### Placement by cell class

(4 px per um)
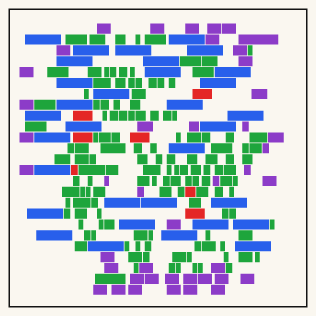
### Clock routing

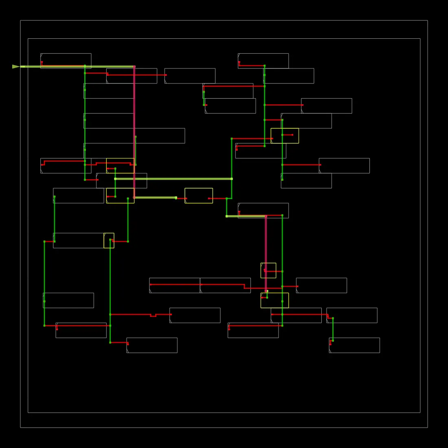
### Met3 routing

(4 px per um)
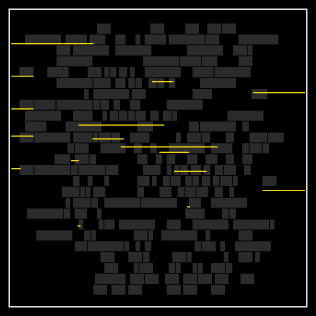
File: src/rtl/note_sequencer_pkg.sv
// Shared constants for the note sequencer and the song-selection FSM.
package note_sequencer_pkg;

  typedef enum logic [2:0] {
    ST_IDLE   = 3'd0,
    ST_FETCH  = 3'd1,
    ST_LOAD   = 3'd2,
    ST_PLAY   = 3'd3,
    ST_PAUSED = 3'd4,
    ST_DONE   = 3'd5
  } state_t;

  // Note code 0 is silence; duration 0 marks the end of a song.
  localparam int NOTE_REST  = 0;
  localparam int END_MARK   = 0;

  localparam int SONG_COUNT = 4;
  localparam int SONG_W     = $clog2(SONG_COUNT);

  // ROM word layout: {note, duration}, duration in the low bits.
  localparam int DUR_LSB = 0;

  function automatic int dur_msb(input int dur_w);
    return dur_w - 1;
  endfunction

  function automatic int note_lsb(input int dur_w);
    return dur_w;
  endfunction

  function automatic int note_msb(input int note_w, input int dur_w);
    return note_w + dur_w - 1;
  endfunction

endpackage

File: src/rtl/note_sequencer_dur_counter.sv
// Note-duration down-counter: loaded with the duration field, decremented
// on timebase ticks unless frozen, flags expiry on the tick that ends the note.
module note_sequencer_dur_counter
  import note_sequencer_pkg::*;
#(
  parameter int DUR_W = 4
) (
  input  logic             clk,
  input  logic             reset,
  input  logic             i_load,
  input  logic [DUR_W-1:0] i_load_val,
  input  logic             i_tick,
  input  logic             i_freeze,
  output logic             o_expire
);

  logic [DUR_W-1:0] r_cnt;
  logic             w_step;

  assign w_step   = i_tick & ~i_freeze;
  assign o_expire = w_step & (r_cnt == DUR_W'(1));

  // Load wins over counting; the count never wraps below zero.
  always_ff @(posedge clk or posedge reset) begin
    if (reset) begin
      r_cnt <= '0;
    end else if (i_load) begin
      r_cnt <= i_load_val;
    end else if (w_step && (r_cnt != '0)) begin
      r_cnt <= r_cnt - DUR_W'(1);
    end
  end

endmodule

File: src/rtl/note_sequencer.sv
// Song playback controller: latches the selected song on start, walks its
// ROM words, holds each note for its duration in ticks, supports pause.
//
//   state  | meaning
//   IDLE   | after reset, silent, waiting for start
//   FETCH  | ROM read issued for {song, idx}
//   LOAD   | ROM word valid: latch note/duration or handle end marker
//   PLAY   | note sounding, duration counting down on ticks
//   PAUSED | note muted, count frozen, held note kept for resume
//   DONE   | song finished (LOOP=0), silent, waiting for start
module note_sequencer
  import note_sequencer_pkg::*;
#(
  parameter int IDX_W  = 6,
  parameter int NOTE_W = 6,
  parameter int DUR_W  = 4,
  parameter int LOOP   = 0
) (
  input  logic                    clk,
  input  logic                    reset,
  input  logic                    start,
  input  logic [SONG_W-1:0]       select,
  input  logic                    pause,
  input  logic                    tick,
  output logic [SONG_W+IDX_W-1:0] mem_addr,
  output logic                    mem_rd,
  input  logic [NOTE_W+DUR_W-1:0] mem_data,
  output logic [NOTE_W-1:0]       note,
  output logic                    playing,
  output logic                    song_end
);

  localparam int NOTE_MSB = note_msb(NOTE_W, DUR_W);
  localparam int NOTE_LSB = note_lsb(DUR_W);
  localparam int DUR_MSB  = dur_msb(DUR_W);
  localparam logic [IDX_W-1:0] IDX_LAST = '1;

  state_t                    r_state, w_state_nxt;
  logic [SONG_W-1:0]         r_song, w_song_nxt;
  logic [IDX_W-1:0]          r_idx, w_idx_nxt;
  logic                      r_pend, w_pend_nxt, w_pend_eff;
  logic [NOTE_W-1:0]         r_note, w_note_nxt;
  logic                      r_mem_rd;
  logic [SONG_W+IDX_W-1:0]   r_mem_addr;
  logic                      r_song_end;
  logic                      w_end_evt;
  logic                      w_load;
  logic                      w_freeze;
  logic                      w_expire;
  logic                      w_active;
  logic [NOTE_W-1:0]         w_word_note;
  logic [DUR_W-1:0]          w_word_dur;

  assign w_word_note = mem_data[NOTE_MSB:NOTE_LSB];
  assign w_word_dur  = mem_data[DUR_MSB:DUR_LSB];

  // A start or pause in the same cycle discards the tick.
  assign w_freeze = (r_state != ST_PLAY) | pause | start;

  note_sequencer_dur_counter #(
    .DUR_W (DUR_W)
  ) u_dur (
    .clk        (clk),
    .reset      (reset),
    .i_load     (w_load),
    .i_load_val (w_word_dur),
    .i_tick     (tick),
    .i_freeze   (w_freeze),
    .o_expire   (w_expire)
  );

  // A pause landing in LOAD counts together with any pause seen in FETCH.
  assign w_pend_eff = r_pend ^ pause;

  // Next-state, index, pause-pending and note decisions.
  always_comb begin
    w_state_nxt = r_state;
    w_song_nxt  = r_song;
    w_idx_nxt   = r_idx;
    w_pend_nxt  = r_pend;
    w_note_nxt  = r_note;
    w_end_evt   = 1'b0;
    w_load      = 1'b0;
    if (start) begin
      w_song_nxt  = select;
      w_idx_nxt   = '0;
      w_pend_nxt  = 1'b0;
      w_state_nxt = ST_FETCH;
    end else begin
      case (r_state)
        ST_FETCH: begin
          w_state_nxt = ST_LOAD;
          if (pause) w_pend_nxt = ~r_pend;
        end
        ST_LOAD: begin
          if (w_word_dur == DUR_W'(END_MARK)) begin
            w_note_nxt = NOTE_W'(NOTE_REST);
            w_end_evt  = 1'b1;
            w_pend_nxt = w_pend_eff;
            if (LOOP != 0) begin
              w_idx_nxt   = '0;
              w_state_nxt = ST_FETCH;
            end else begin
              w_state_nxt = ST_DONE;
            end
          end else begin
            w_note_nxt  = w_word_note;
            w_load      = 1'b1;
            w_pend_nxt  = 1'b0;
            w_state_nxt = w_pend_eff ? ST_PAUSED : ST_PLAY;
          end
        end
        ST_PLAY: begin
          if (pause) begin
            w_state_nxt = ST_PAUSED;
          end else if (w_expire) begin
            if (r_idx != IDX_LAST) begin
              w_idx_nxt   = r_idx + IDX_W'(1);
              w_state_nxt = ST_FETCH;
            end else begin
              // Running off the end of the song acts like an end marker.
              w_note_nxt  = NOTE_W'(NOTE_REST);
              w_end_evt   = 1'b1;
              w_idx_nxt   = '0;
              w_state_nxt = (LOOP != 0) ? ST_FETCH : ST_DONE;
            end
          end
        end
        ST_PAUSED: begin
          if (pause) w_state_nxt = ST_PLAY;
        end
        default: begin
        end
      endcase
    end
  end

  // State and registered ROM interface; the address only moves on FETCH entry.
  always_ff @(posedge clk or posedge reset) begin
    if (reset) begin
      r_state    <= ST_IDLE;
      r_song     <= '0;
      r_idx      <= '0;
      r_pend     <= 1'b0;
      r_note     <= '0;
      r_mem_rd   <= 1'b0;
      r_mem_addr <= '0;
      r_song_end <= 1'b0;
    end else begin
      r_state    <= w_state_nxt;
      r_song     <= w_song_nxt;
      r_idx      <= w_idx_nxt;
      r_pend     <= w_pend_nxt;
      r_note     <= w_note_nxt;
      r_mem_rd   <= (w_state_nxt == ST_FETCH);
      r_song_end <= w_end_evt;
      if (w_state_nxt == ST_FETCH) begin
        r_mem_addr <= {w_song_nxt, w_idx_nxt};
      end
    end
  end

  // Previous note keeps sounding through FETCH/LOAD to avoid a gap.
  assign w_active = (r_state == ST_FETCH) | (r_state == ST_LOAD) | (r_state == ST_PLAY);
  assign playing  = w_active;
  assign note     = w_active ? r_note : NOTE_W'(NOTE_REST);
  assign mem_rd   = r_mem_rd;
  assign mem_addr = r_mem_addr;
  assign song_end = r_song_end;

endmodule

File: config.mk
export PLATFORM = sky130hd
export DESIGN_NAME = note_sequencer
export DESIGN_NICKNAME = d
export VERILOG_FILES = /design/src/rtl/note_sequencer_pkg.sv /design/src/rtl/note_sequencer_dur_counter.sv /design/src/rtl/note_sequencer.sv
export SDC_FILE = /design/constraint.sdc
export NUM_CORES = 1
export LEC_CHECK = 0
export CORE_UTILIZATION = 35
export CTS_BUF_LIST = sky130_fd_sc_hd__clkbuf_4 sky130_fd_sc_hd__clkbuf_8 sky130_fd_sc_hd__clkbuf_16
export DETAILED_ROUTE_END_ITERATION = 16
export GPL_TIMING_DRIVEN = 0
export SYNTH_ARGS = -nofsm -noshare
export SYNTH_HDL_FRONTEND = slang
export SYNTH_SLANG_ARGS = --single-unit
File: constraint.sdc
create_clock -name clk -period 2.8 [get_ports clk]
set_input_delay 0.7 -clock clk [delete_from_list [all_inputs] [get_ports clk]]
set_output_delay 0.7 -clock clk [all_outputs]
set_load 0.02 [all_outputs]
==> impl_metrics.py <==
# Auto-generated metrics
metrics = {
    "pwr": {
        "p_leak_uw": 0.00105,
        "clkPwrFrac_pct": 17.8,
    },
    "setup_path": {
        "cp_slowest_stage_delay_ps": 610,
    },
    "synth": {
        "synth_flop_count": 32,
        "synth.cellmix.compoundShare_pct": 10.9,
        "synth-simple-area-share_pct": 20.5,
        "ys_seq_share_pct": 44.1,
    },
    "final_layout": {
        "syn_to_final_growth_pct": 28.9,
        "final-clk-cell-share_pct": 3.48,
        "flop_area_sq_um": 801,
        "fin_util_pct": 48.3,
    },
    "cts": {
        "cts_buffer_depth": 2,
    },
    "outcome": {
        "status": "completed",
    },
    "sta": {
        "hold_viol": 0,
        "finalSetupViolCount": 0,
    },
    "floorplanning": {
        "die_area_sq_um": 5480,
    },
    "place": {
        "portBuffers": 32,
    },
    "run": {
        "warnings": 27,
    },
    "detailed_routing": {
        "vias_per_cell": 4.84,
        "firstDrtPassIters": 4,
    },
}
Notes on 'Placement by cell class' above:
Green marks remaining logic cells, cells 134, share of their area 42%. Blue marks registers, cells 32, share of their area 35%. Red marks clock drivers and dummy loads, cells 7, share of their area 3.6%. Purple marks remaining buffers and delay cells, cells 43, share of their area 19%.

Notes on 'Clock routing' above:
flip-flops: 32
Layout Skew: 4.11 ps
clk pwr: 341 uW
number of buffers created by CTS: 5
Clock buffer cells: 6

Notes on 'Met3 routing' above:
12 nets have wire on it. The layer carries 136 um of wire. The longest straight run is 23.9 um. The layer holds 3.8% of the routed length.

## flip-flops by register name, summed over array words and instances, names as in the netlist
signal,cells
mem_addr,8
u_dur.r_cnt,4
song_end,1
r_note,6
r_pend,1
mem_rd,1
r_state,3
r_idx,6
r_song,2
## worst max path at each step
stage,slack (ps),end,cells after the start,from
finish,100,mem_addr[7],7,mem_data[0]
CTS,20,mem_addr[7],7,mem_data[0]
detailed placement,-280,mem_addr[3],7,mem_data[0]
floorplan,320,mem_addr[1],9,pause
global route,20,mem_addr[2],7,mem_data[0]
global placement,-280,mem_addr[7],7,mem_data[0]
## synth_stat cells, types with 2 or more instances
master and instances:
nand2_1 14, mux2_2 3, buf_6 3, buf_2 5, dfrtp_1 32, or3_1 4, inv_1 15, xor2_1 4
a21oi_1 7, o21ai_0 7, xnor2_1 3, a211oi_1 3, mux2_4 7, nor2b_1 2, ha_1 3, nor2_1 7
nand3_1 3, nor4_2 2, mux2i_1 8, a31oi_1 2, and3_1 2, and2_1 3, nor3_1 12
## layout by cell type, fill, tap and decap left out, types with 2 or more instances in the layout
cell             count
clkbuf_8             5
nor2b_1              2
ha_1                 3
and3_1               2
mux2i_1              8
nand2_1             14
o21ai_0              7
nor3_1              12
xor2_1               4
inv_1               15
nor2_1               6
buf_2                5
nand3_1              3
buf_6                3
a31oi_1              2
a21oi_1              7
dfrtp_1             32
and2_1               3
or3_1                4
clkdlybuf4s50_1     32
a211oi_1             3
xnor2_1              3
mux2_2               3
mux2_4               7
## metal layers
layer | vias up | part of all wire, % | track usage, %
li1 | 696 | - | -
met1 | 647 | 50 | 20.7
met2 | 20 | 45 | 21.7
met3 | 6 | 3.7 | 3.39
met4 | 0 | 1.5 | 5.13
met5 | - | 0 | 0
Power figures rest on the tool's default switching activity, not on a simulated workload.
